Figure 1. Routing congestion.
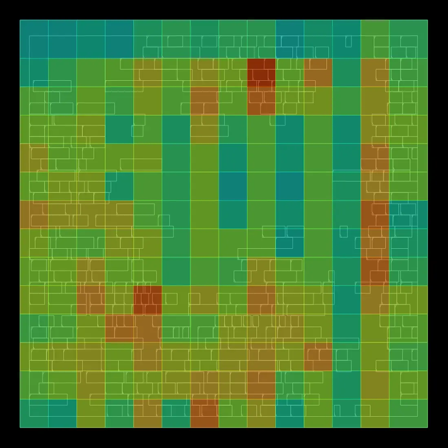
Figure 2. Cells coloured by class.
Bar = 20 um.
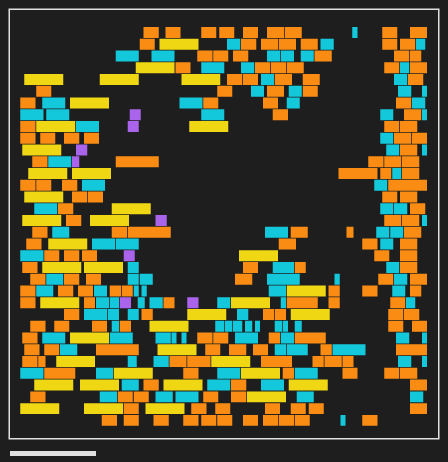
Figure 3. Sequential cells coloured by netlist name.
Bar = 20 um. Other sequential cells in the stronger grey, the rest of the logic in the fainter grey.
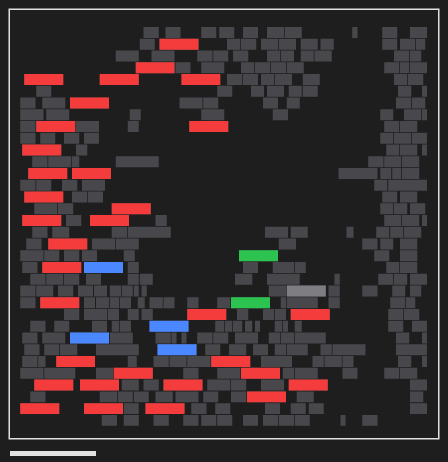
Design ahb_bus_protocol_bridge_flat, sky130hd; sources not shown.
==> summary.txt <==
impl run done, here's what came out: Critical Path Start Type flip-flop, yosys warns 0, Metal-1 WL 2650 um, crit end category output pin, FF-to-FF setup slack -0.19 ns, max reg flops 32, final setup vio count 70, violated checks negative setup slack, status finished, violations left, setup tns final -13.86 ns, maxcap violations 0, final worst slack -0.266 ns, grt total ovfl 0, DP Cell Count 424, NumNets Final 444, Most used DFF post-synth dfrtp_1, Seq pwr share 30.2%, Post-synth EDFFs 0, Fillers 795, Layout area overhead 91.6%
About Figure 1:
GR Layer Usage met1: 15.0%
drt wl/cell: 16.6 um

About Figure 2:
cyan -> all other logic  # cells 112, share of their area 27%
yellow -> flip-flops  # cells 39, share of their area 24%
purple -> clock drivers and dummy loads  # cells 8, share of their area 1.4%
orange -> other buffers and delay cells  # cells 178, share of their area 47%
Seq/total area: 23.5%
Final Cell Area: 0.00415 mm2
Std-Cell Rows: 34

About Figure 3:
red -> u_core.bp.addr  # flops 32
blue -> u_core.bp.strobe  # flops 4
green -> u_core.state_q  # flops 2
not coloured = 1
utilization after layout: 47.6%
sequential logic power: 1740 uW
FF/Latch Area: 976 um2

metal layers:
metal  global-route usage [%]  vias up
li1                         -      886
met4                     3.69        0
met5                        0        -
met1                     15.0      911
met3                     5.89        8
met2                     24.9      130
metrics by stage:
stage,total power [uW],worst slack (ns),hold slack [ns]
2_1_floorplan,3220,0.110,-0.136
3_3_place_gp,4650,-0.484,0.146
3_5_place_dp,4720,-0.486,0.148
4_1_cts,5670,-0.357,0.267
5_1_grt,6090,-0.385,0.278
6_report,5750,-0.266,0.278
worst max-delay path: stages (launching register included):
cell       delay (ns)
dfrtp_1          0.40
nand2b_4         0.16
nor4_4           0.21
buf_6            0.18
clkbuf_16        0.16
and2_4           0.14
buf_6            0.11
final cells by class:
cell class / count / area, um2 / area share (%)
multi-input cells: 108 / 1060 / 25.6
well taps: 108 / 135 / 3.25
flip-flops and latches: 39 / 976 / 23.5
inverters: 4 / 15.0 / 0.362
clock buffers: 6 / 45.0 / 1.08
clock inverters: 2 / 12.5 / 0.301
repair buffers: 178 / 1910 / 45.9
cell usage in the layout (no fill, tap or decap), drive strengths merged:
cell type	instances
and3	2
clkdlybuf4s50	109
nand2b	3
xor2	1
nand2	2
clkinvlp	1
nor3b	1
mux2	35
o21a	2
dlygate4sd3	1
o211ai	2
a211oi	2
or3b	1
dfrtp	39
buf	66
inv	4
and2	32
nor3	1
conb	8
a2111oi	1
clkinv	1
nand3	1
o21ai	5
mux2i	2
clkbuf	8
nor2	2
o311ai	1
a32oi	1
nor4	3
timing repair:
| action | CTS | global route |
|---|---|---|
| gates resized | 150 | 133 |
| setup buffers | 6 | 2 |
| pin swaps | 0 | 29 |
| cloned | 4 | 3 |
| setup endpoints to repair | 55 | 73 |
| hold buffers | 1 | 0 |
| hold endpoints to repair | 39 | 0 |
Power is estimated from default activity; no workload was simulated.
